Run 1, routed metal, one color a layer:
Scale: 2 px per um. Two of the layers only.
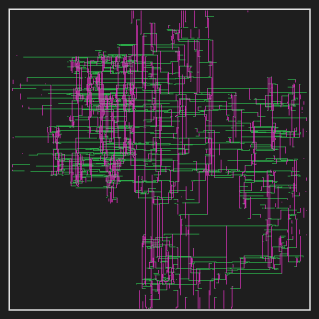
Run 1, placement view:
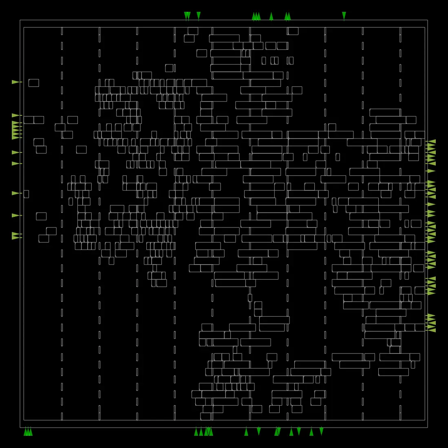
Run 1, signal wires on met2:
Scale: 2 px per um. Cells faint in the background.
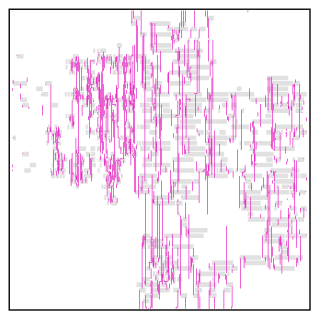
Run 1, I/O pins on the die edge:
Scale: 3 px per um. Pins as bars across the die edge, other pins in gray.
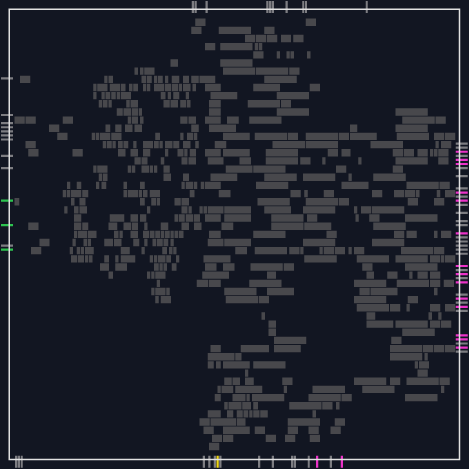
File: src/rtl/Purple_Jade_pkg.sv
// Shared types for the immediate-generation stage: extension formats and the output entry record.
package Purple_Jade_pkg;

  localparam int IMM_FMT_WIDTH = 3;
  localparam int IMM_WORD_W    = 16;
  localparam int IMM_TAG_W     = 16;

  typedef enum logic [IMM_FMT_WIDTH-1:0] {
    IMM_8Z  = 3'd0,
    IMM_3Z  = 3'd1,
    IMM_7Z  = 3'd2,
    IMM_5Z  = 3'd3,
    IMM_8S  = 3'd4,
    IMM_11S = 3'd5,
    IMM_6S  = 3'd6,
    REG_4Z  = 3'd7
  } imm_fmt_e;

  // Default-width entry record; the stage builds its own copy sized by its parameters.
  typedef struct packed {
    logic [IMM_WORD_W-1:0] immediate;
    logic [IMM_TAG_W-1:0]  tag;
    logic                  pfx_used;
  } imm_entry_s;

endpackage

File: src/rtl/imm_format_mux.sv
// Selects and extends the immediate field of an instruction by format. Combinational, no backpressure.
module imm_format_mux
  import Purple_Jade_pkg::*;
#(
  parameter int WORD_SIZE_P = 16
) (
  input  logic [WORD_SIZE_P-1:0] instr_i,
  input  imm_fmt_e               fmt_i,
  output logic [WORD_SIZE_P-1:0] ext_o
);
  logic [WORD_SIZE_P-1:0] z8, z3, z7, z5, s8, s11, s6, z4;

  zero_extend #(.IN_W_P(8),  .OUT_W_P(WORD_SIZE_P)) u_z8  (.data_i(instr_i[7:0]),  .data_o(z8));
  zero_extend #(.IN_W_P(3),  .OUT_W_P(WORD_SIZE_P)) u_z3  (.data_i(instr_i[8:6]),  .data_o(z3));
  zero_extend #(.IN_W_P(7),  .OUT_W_P(WORD_SIZE_P)) u_z7  (.data_i(instr_i[12:6]), .data_o(z7));
  zero_extend #(.IN_W_P(5),  .OUT_W_P(WORD_SIZE_P)) u_z5  (.data_i(instr_i[10:6]), .data_o(z5));
  sign_extend #(.IN_W_P(8),  .OUT_W_P(WORD_SIZE_P)) u_s8  (.data_i(instr_i[7:0]),  .data_o(s8));
  sign_extend #(.IN_W_P(11), .OUT_W_P(WORD_SIZE_P)) u_s11 (.data_i(instr_i[10:0]), .data_o(s11));
  sign_extend #(.IN_W_P(6),  .OUT_W_P(WORD_SIZE_P)) u_s6  (.data_i(instr_i[5:0]),  .data_o(s6));
  zero_extend #(.IN_W_P(4),  .OUT_W_P(WORD_SIZE_P)) u_z4  (.data_i(instr_i[6:3]),  .data_o(z4));

  // No format reads the bits above 12.
  logic unused_hi;
  assign unused_hi = ^instr_i[WORD_SIZE_P-1:13];

  always_comb begin
    ext_o = '0;
    case (fmt_i)
      IMM_8Z:  ext_o = z8;
      IMM_3Z:  ext_o = z3;
      IMM_7Z:  ext_o = z7;
      IMM_5Z:  ext_o = z5;
      IMM_8S:  ext_o = s8;
      IMM_11S: ext_o = s11;
      IMM_6S:  ext_o = s6;
      REG_4Z:  ext_o = z4;
      default: ext_o = '0;
    endcase
  end
endmodule

File: src/rtl/sign_extend.sv
// Sign-extends an IN_W_P-bit field to OUT_W_P bits. Combinational, no backpressure.
module sign_extend #(
  parameter int IN_W_P  = 8,
  parameter int OUT_W_P = 16
) (
  input  logic [IN_W_P-1:0]  data_i,
  output logic [OUT_W_P-1:0] data_o
);
  assign data_o = {{(OUT_W_P-IN_W_P){data_i[IN_W_P-1]}}, data_i};
endmodule

File: src/rtl/zero_extend.sv
// Zero-extends an IN_W_P-bit field to OUT_W_P bits. Combinational, no backpressure.
module zero_extend #(
  parameter int IN_W_P  = 8,
  parameter int OUT_W_P = 16
) (
  input  logic [IN_W_P-1:0]  data_i,
  output logic [OUT_W_P-1:0] data_o
);
  assign data_o = {{(OUT_W_P-IN_W_P){1'b0}}, data_i};
endmodule

File: src/rtl/imm_gen_stage.sv
// Formats instructions into immediates (with optional prefix for the upper bits) into a DEPTH_P FIFO; 1-cycle latency.
// valid/ready both sides; ready_o = !full from registered state only; flush_i drops the queue and any pending prefix.
module imm_gen_stage
  import Purple_Jade_pkg::*;
#(
  parameter int WORD_SIZE_P   = 16,
  parameter int PREFIX_BITS_P = 11,
  parameter int DEPTH_P       = 2,
  parameter int TAG_WIDTH_P   = 16
) (
  input  logic                     clk_i,
  input  logic                     reset_n_i,
  input  logic                     flush_i,
  input  logic                     valid_i,
  output logic                     ready_o,
  input  logic [WORD_SIZE_P-1:0]   instr_i,
  input  logic [IMM_FMT_WIDTH-1:0] fmt_i,
  input  logic                     prefix_i,
  input  logic [TAG_WIDTH_P-1:0]   tag_i,
  output logic                     valid_o,
  input  logic                     ready_i,
  output logic [WORD_SIZE_P-1:0]   immediate_o,
  output logic [TAG_WIDTH_P-1:0]   tag_o,
  output logic                     pfx_used_o
);
  localparam int LOW_BITS = WORD_SIZE_P - PREFIX_BITS_P;
  localparam int PTR_W    = $clog2(DEPTH_P);
  localparam int CNT_W    = PTR_W + 1;

  typedef struct packed {
    logic [WORD_SIZE_P-1:0] immediate;
    logic [TAG_WIDTH_P-1:0] tag;
    logic                   pfx_used;
  } entry_t;

  entry_t                   mem_q [DEPTH_P];
  logic [PTR_W-1:0]         wr_ptr_q, wr_ptr_d, rd_ptr_q, rd_ptr_d;
  logic [CNT_W-1:0]         count_q, count_d;
  logic [PREFIX_BITS_P-1:0] pfx_q, pfx_d;
  logic                     pfx_pend_q, pfx_pend_d;

  logic                   full, empty, accept, push, pop;
  logic [WORD_SIZE_P-1:0] ext;
  entry_t                 new_entry, head;

  imm_format_mux #(.WORD_SIZE_P(WORD_SIZE_P)) u_fmt (
    .instr_i (instr_i),
    .fmt_i   (imm_fmt_e'(fmt_i)),
    .ext_o   (ext)
  );

  assign full    = (count_q == CNT_W'(DEPTH_P));
  assign empty   = (count_q == '0);
  assign ready_o = !full;
  assign valid_o = !empty;
  assign accept  = valid_i && ready_o && !flush_i;
  assign push    = accept && !prefix_i;
  assign pop     = valid_o && ready_i && !flush_i;

  always_comb begin
    new_entry.tag      = tag_i;
    new_entry.pfx_used = pfx_pend_q;
    if (pfx_pend_q) new_entry.immediate = {pfx_q, ext[LOW_BITS-1:0]};
    else            new_entry.immediate = ext;
  end

  always_comb begin
    wr_ptr_d   = wr_ptr_q;
    rd_ptr_d   = rd_ptr_q;
    count_d    = count_q;
    pfx_q_hold: begin end
    pfx_d      = pfx_q;
    pfx_pend_d = pfx_pend_q;
    if (flush_i) begin
      wr_ptr_d   = '0;
      rd_ptr_d   = '0;
      count_d    = '0;
      pfx_pend_d = 1'b0;
    end else begin
      if (push) wr_ptr_d = wr_ptr_q + PTR_W'(1);
      if (pop)  rd_ptr_d = rd_ptr_q + PTR_W'(1);
      count_d = count_q + CNT_W'(push) - CNT_W'(pop);
      if (accept && prefix_i) begin
        pfx_d      = instr_i[PREFIX_BITS_P-1:0];
        pfx_pend_d = 1'b1;
      end else if (push) begin
        pfx_pend_d = 1'b0;
      end
    end
  end

  always_ff @(posedge clk_i or negedge reset_n_i) begin
    if (!reset_n_i) begin
      wr_ptr_q   <= '0;
      rd_ptr_q   <= '0;
      count_q    <= '0;
      pfx_q      <= '0;
      pfx_pend_q <= 1'b0;
    end else begin
      wr_ptr_q   <= wr_ptr_d;
      rd_ptr_q   <= rd_ptr_d;
      count_q    <= count_d;
      pfx_q      <= pfx_d;
      pfx_pend_q <= pfx_pend_d;
    end
  end

  // Storage needs no reset: an empty FIFO forces the outputs to zero.
  always_ff @(posedge clk_i) begin
    if (push) mem_q[wr_ptr_q] <= new_entry;
  end

  assign head        = mem_q[rd_ptr_q];
  assign immediate_o = empty ? '0 : head.immediate;
  assign tag_o       = empty ? '0 : head.tag;
  assign pfx_used_o  = empty ? 1'b0 : head.pfx_used;
endmodule

File: config.mk
export PLATFORM = sky130hd
export DESIGN_NAME = imm_gen_stage
export DESIGN_NICKNAME = d
export VERILOG_FILES = /design/src/rtl/Purple_Jade_pkg.sv /design/src/rtl/imm_format_mux.sv /design/src/rtl/sign_extend.sv /design/src/rtl/zero_extend.sv /design/src/rtl/imm_gen_stage.sv
export SDC_FILE = /design/constraint.sdc
export NUM_CORES = 1
export LEC_CHECK = 0
export CORE_UTILIZATION = 25
export DETAILED_ROUTE_END_ITERATION = 7
export PLACE_DENSITY = 0.48
export SYNTH_ARGS = -nofsm -noshare
export SYNTH_HDL_FRONTEND = slang
export SYNTH_HIERARCHICAL = 1
export SYNTH_SLANG_ARGS = --single-unit
File: constraint.sdc
create_clock -name clk_i -period 3.23 [get_ports clk_i]
set_input_delay 0.646 -clock clk_i [delete_from_list [all_inputs] [get_ports clk_i]]
set_output_delay 0.646 -clock clk_i [all_outputs]
set_load 0.02 [all_outputs]
==> summary.txt, run 1 <==
run metrics: post_cts resized=0, Top area cell types=edfxtp_1 (36%), buf_4 (19%), mux2i_1 (9.0%), CORE AREA=0.0212 mm2, Worst Hold Class=reg2reg, hold path cells=1, yosys warning tally=6, Netlist cell types=36, CTS sink count=82, Hold Fails Final Rpt=0, cts-stage hold buffer count=0, Setup Fix Bufs, Post-CTS=0, Root Driver=clkbuf_16, chip area=approximately 0.022 mm2, Synth Instances=513, slowest CP cell=clkdlybuf4s50_1, # Cells Yosys=513, critical path class=reg2out, Synth Seq Share=0.438, clock insertion delay at the later pin of the skew report=between 0.3 and 0.4 ns, H-tree level count=3, Yosys Chip Area=0.00545 mm2, vias in the first global route=3091, largest net degree at the start of global routing=35, Top-Level Pins=76, minimum clock period=2.56 ns, drt first pass iters=4, cycle use final=0.793, Clock Pin Slew Worst Setup and Hold Paths=0.06 ns, first-pass GRT wire length=16200 um, Final ANT Viol Nets=0, R2R cell count=9, area of the mapped netlist=0.00545 mm2, outcome=finished, final reports clean, # diodes=0
## Picture notes: 'routed metal, one color a layer'
layer	color	wire length
M2	magenta	4640 um
M1	green	5020 um
vias: 3132
GRT Util Overall: 0.0942

## Picture notes: 'placement view'
fill count: 2184
Seq/total area: 0.400

## Picture notes: 'signal wires on met2'
nets with wire on the layer	415
wire length on this layer	4640 um
longest straight run	49.0 um
main direction	vertical
share of all routed wire	45%
met2 Use GR: 0.150
WL final: 10300 um

## Picture notes: 'I/O pins on the die edge'
port	color	pins	direction	edge
`fmt_i`	green	3	input	west
`tag_o`	magenta	16	output	14 east, 2 south
`ready_o`	yellow	1	output	south
all pins by edge	37 east, 16 south, 13 west, 10 north
Port Buffers: 72
height of the die: 150 um
Die W: 150 um

run 1: cell families after synthesis:
logic type,count (synthesis),share of synthesized area
xor+xnor,2,0.00322
flops,82,0.437
buf+inv,161,0.216
other cells,5,0.00345
simple gates,119,0.108
compound gates,70,0.0827
mux,72,0.144
fa+ha+maj,2,0.00459
run 1: final timing paths:
| kind | slack, ns | to | from |
|---|---|---|---|
| worst max register to register | 1.26 | count_q[1]$_DFF_PN0_ | count_q[0]$_DFF_PN0_ |
| worst max-delay path | 0.67 | immediate_o[12] | count_q[1]$_DFF_PN0_ |
| worst min-delay path | 0.50 | pfx_q[7]$_DFFE_PN0P_ | pfx_q[7]$_DFFE_PN0P_ |
| worst min register to register | 0.50 | pfx_q[7]$_DFFE_PN0P_ | pfx_q[7]$_DFFE_PN0P_ |
| min in group asynchronous | 0.75 | count_q[0]$_DFF_PN0_ | reset_n_i |
| max in group asynchronous | 1.97 | rd_ptr_q$_DFFE_PN0P_ | reset_n_i |
run 1: per-stage QoR:
stage	hold slack [ns]	worst slack (ns)	util	cell area (um2)	power (mW)
6_report	0.504	0.668	0.281	5970	2.95
3_3_place_gp	0.486	0.426	0.266	5640	1.87
4_1_cts	0.506	0.591	0.281	5970	3.00
2_1_floorplan	0.350	0.398	-	5630	1.76
5_1_grt	0.520	0.501	0.281	5970	3.09
3_5_place_dp	0.491	0.401	0.266	5640	1.89
run 1: critical path: cells and delay by family, from the launching register on:
family        cells  cell delay, ns
buf+inv           2            0.92
flops             1            0.43
simple gates      2            0.22
run 1: flip-flops by register name, summed over array words and instances (netlist names):
signal      count
rd_ptr_q        1
mem_q          66
pfx_q          11
pfx_pend_q      1
wr_ptr_q        1
count_q         2
run 1: cell usage after synthesis (all sizes together):
library cell	number
conb	5
clkbuf	2
and2	4
inv	6
o22ai	1
a22o	4
nand3b	1
and4bb	1
mux2i	49
nand3	11
a21oi	12
a31oi	12
o21ai	15
or3	1
buf	153
nand2	15
edfxtp	66
a221oi	3
a22oi	23
ha	2
nand4b	1
dfrtp	16
nor3	2
xor2	2
mux2	23
nor2	59
nor3b	1
nor2b	5
nand2b	18
run 1: area by class of cell:
class / count / area (um2) / area share
Clock buffer: 9 / 225 / 0.0378
Clock inverter: 7 / 101 / 0.0170
Inverter: 6 / 22.5 / 0.00378
Multi-Input combinational cell: 318 / 2080 / 0.348
Sequential cell: 82 / 2380 / 0.400
Tap cell: 275 / 344 / 0.0577
Timing Repair Buffer: 85 / 813 / 0.136
run 1: routing by layer:
metal / share of wire / wire [um] / GRT usage
met2: 0.45 / 4640 / 0.150
met4: 0.013 / 130 / 0.0500
met1: 0.49 / 5020 / 0.124
met3: 0.049 / 506 / 0.0125
met5: 0 / 0 / 0
run 1: where the power goes:
group          total [mW]  internal, mW  switching [mW]
clock network        1.10         0.683           0.413
logic               0.605         0.291           0.314
registers            1.25          1.22          0.0323
total                2.95          2.20           0.759
Run 1, zoomed window:
Window x 55 to 95, y 55 to 95 um. Cells in gray, sequential cells in the stronger gray; small squares are vias.
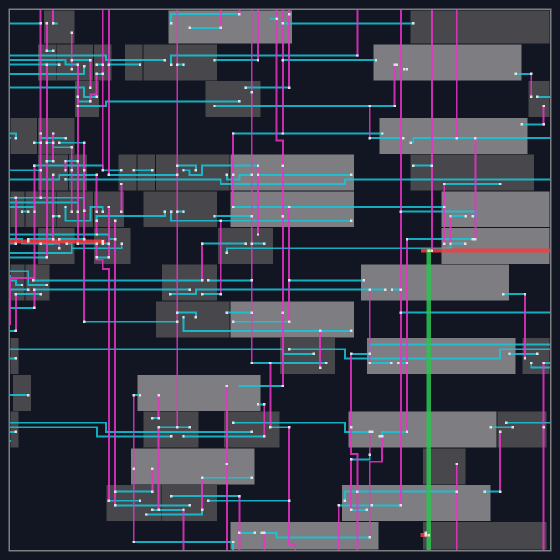

==> run 2, diff against run 1 <==
PLACE_DENSITY = 0.49   (was 0.48)
clock period = 2.1 ns   (was 3.23 ns; I/O delays follow)
Run 2, zoomed window:
Window x 55 to 95, y 55 to 95 um. Cells in gray, sequential cells in the stronger gray; small squares are vias.
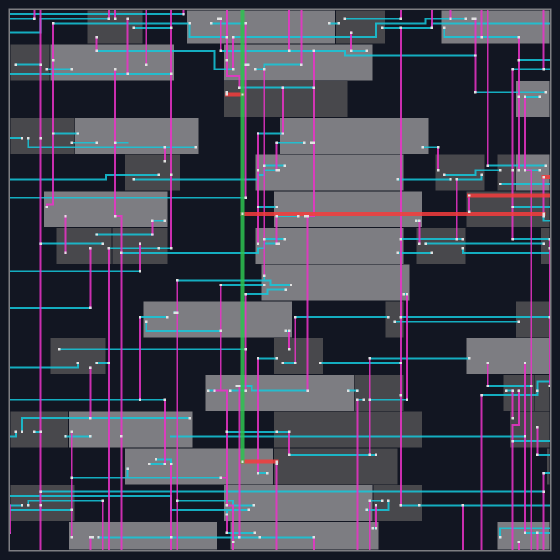
layer	color
M1	cyan
M2	magenta
M3	red
M4	green
netlist names of flops here include	`mem_q` (14), `pfx_q` (4)
sequential cells in the window	19
cells with their middle in the window	44
most frequent	edfxtp_1 (14), mux2i_1 (6)

==> run 2 against run 1 <==
Net effect: clock skew about the same; final area up 4.3%; register-to-register slack worse by 1.1 ns; first-iteration DRC count up 10%; die size unchanged; wire length up 1.6%; hold slack worse by 0.074 ns; worst setup slack worse by 0.56 ns; power up 58%; global-route usage up 0.23 points; synthesized area unchanged.
==> summary.txt, run 2 <==
run metrics: outcome=finished, final reports clean, Clock Pin Slew Worst Setup and Hold Paths=0.06 ns (about the same), Synth Seq Share=0.438 (unchanged), Top-Level Pins=76 (unchanged), Die W=150 um (unchanged), Seq pwr share=0.413 (-0.011), critical path class=reg2out, CTS sink count=82 (unchanged), worst reg2reg startpoint=count_q[0]$_DFF_PN0_, flip-flops with a built-in enable=66 (unchanged), clock insertion delay at the later pin of the skew report=0.33 ns (about the same), Net Sw Frac=0.246 (-0.0109), total power=4.68 mW (+58%), Port Buffers=72 (unchanged), Setup Fix Bufs, Post-CTS=0 (unchanged), Hold Fails Final Rpt=0 (unchanged), Sw Pwr=1.15 mW (+52%), crit path launch=rd_ptr_q$_DFFE_PN0P_, # Cells Yosys=513 (unchanged), Main synth FF type=edfxtp_1, Setup WS post-layout=0.106 ns (-0.562 ns), pre-CTS setup slack=-0.317 ns (-0.718 ns), Netlist cell types=36 (unchanged), largest net degree at the start of global routing=24 (-31%), yosys warning tally=6 (unchanged), slowest CP cell=dfrtp_2, Top reg by flops=mem_q, Root Driver=clkbuf_16, Yosys Chip Area=0.00545 mm2 (unchanged), Worst Hold Class=in2async, fill count=2213 (+1.3%), first-pass GRT wire length=16800 um (+3.7%), chip area=0.0224 mm2 (unchanged), max FFs per register=66 (unchanged), Final ANT Viol Nets=0 (unchanged), Int Pwr=3.53 mW (+61%), Top area cell types=edfxtp_1 (36%), buf_4 (19%), mux2i_1 (9.0%), vias in the first global route=3227 (+4.4%), fraction of registers with async set/reset=0.195 (unchanged), drt first pass iters=5 (+1), most common cell in the netlist=buf_4, clock power share=0.386 (+0.015), Largest regs=mem_q x66, pfx_q x11, count_q x2, area of the mapped netlist=0.00545 mm2 (unchanged), minimum clock period=1.99 ns, CORE AREA=0.0212 mm2 (unchanged)
Run 2, routed metal, one color a layer:
Scale: 2 px per um. Two of the layers only.
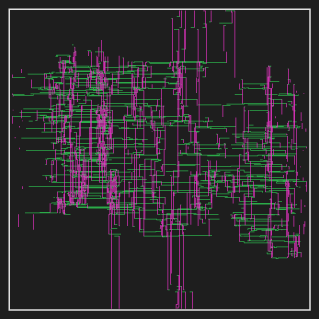
layer	color	wire length
M1	green	5050 um
M2	magenta	4680 um
GRT Util Overall: 0.0965
vias: 3242
WL final: 10500 um
Routed wire per std cell: 13.0 um

run 2: cell counts after synthesis:
Identical to the previous run, type by type.
run 2: final timing paths:
| check | to | slack, ns | depth (start not counted) |
|---|---|---|---|
| worst min-delay path | pfx_q[5]$_DFFE_PN0P_ | 0.43 | 2 |
| min in group clk_i | pfx_q[10]$_DFFE_PN0P_ | 0.50 | 1 |
| worst max-delay path | immediate_o[3] | 0.11 | 4 |
| worst min register to register | pfx_q[10]$_DFFE_PN0P_ | 0.50 | 1 |
| worst max register to register | count_q[1]$_DFF_PN0_ | 0.21 | 9 |
| max in group asynchronous | rd_ptr_q$_DFFE_PN0P_ | 1.44 | 2 |
run 2: cells by family (layout without fill, tap and decap cells):
| kind of cell | after synthesis | in the layout | synth area share |
|---|---|---|---|
| buffers and inverters | 161 | 131 | 0.216 |
| xor gates and xnor gates | 2 | 2 | 0.00322 |
| and+or+nand+nor | 119 | 119 | 0.108 |
| AOI/OAI and AO/OA | 70 | 70 | 0.0827 |
| other | 5 | 53 | 0.00345 |
| muxes | 72 | 72 | 0.144 |
| adders and majority gates | 2 | 2 | 0.00459 |
| DFF | 82 | 82 | 0.437 |
run 2: stage by stage:
step,utilization,area [um2]
5_1_grt,0.293,6220
4_1_cts,0.293,6220
2_1_floorplan,-,5630
3_5_place_dp,0.278,5890
6_report,0.293,6220
3_3_place_gp,0.278,5890
run 2: power groups by stage:
stage	logic, mW	clock network, mW	registers, mW
finish	0.941	1.81	1.93
global route	1.03	1.91	1.94
CTS	0.953	1.85	1.93
detailed placement	0.995	0	1.96
global placement	0.982	0	1.96
floorplan	0.768	0	1.94
run 2: area by class of cell:
class	count	area [um2]	area share
sequential	82	2380	0.383
multi-input combinational	318	2080	0.335
tap	275	344	0.0553
timing repair buffer	109	1040	0.167
inverter	6	22.5	0.00362
clock inverter	6	113	0.0181
clock buffer	10	239	0.0384
run 2: timing repair:
action | CTS | global route
setup endpoints to repair | 34 | 18
hold buffers | 0 | 0
cloned | 0 | 0
resized | 38 | 1
run 2: layer usage:
layer  wire length [um]  part of all wire  global-route usage  vias to the layer above
li1                   -                 -                   -                     1639
met1               5050              0.48               0.131                     1498
met2               4680              0.45               0.153                       92
met3                613             0.059              0.0186                       13
met4                117             0.011              0.0311                        0
met5                  0                 0                   0                        -
run 2: critical path, delay by kind of cell, from the launching register on:
kind,cells,cell delay (ns)
muxes,1,0.26
and+or+nand+nor,1,0.07
buffers and inverters,2,0.50
DFF,1,0.40
Power and IR drop assume default switching activity.
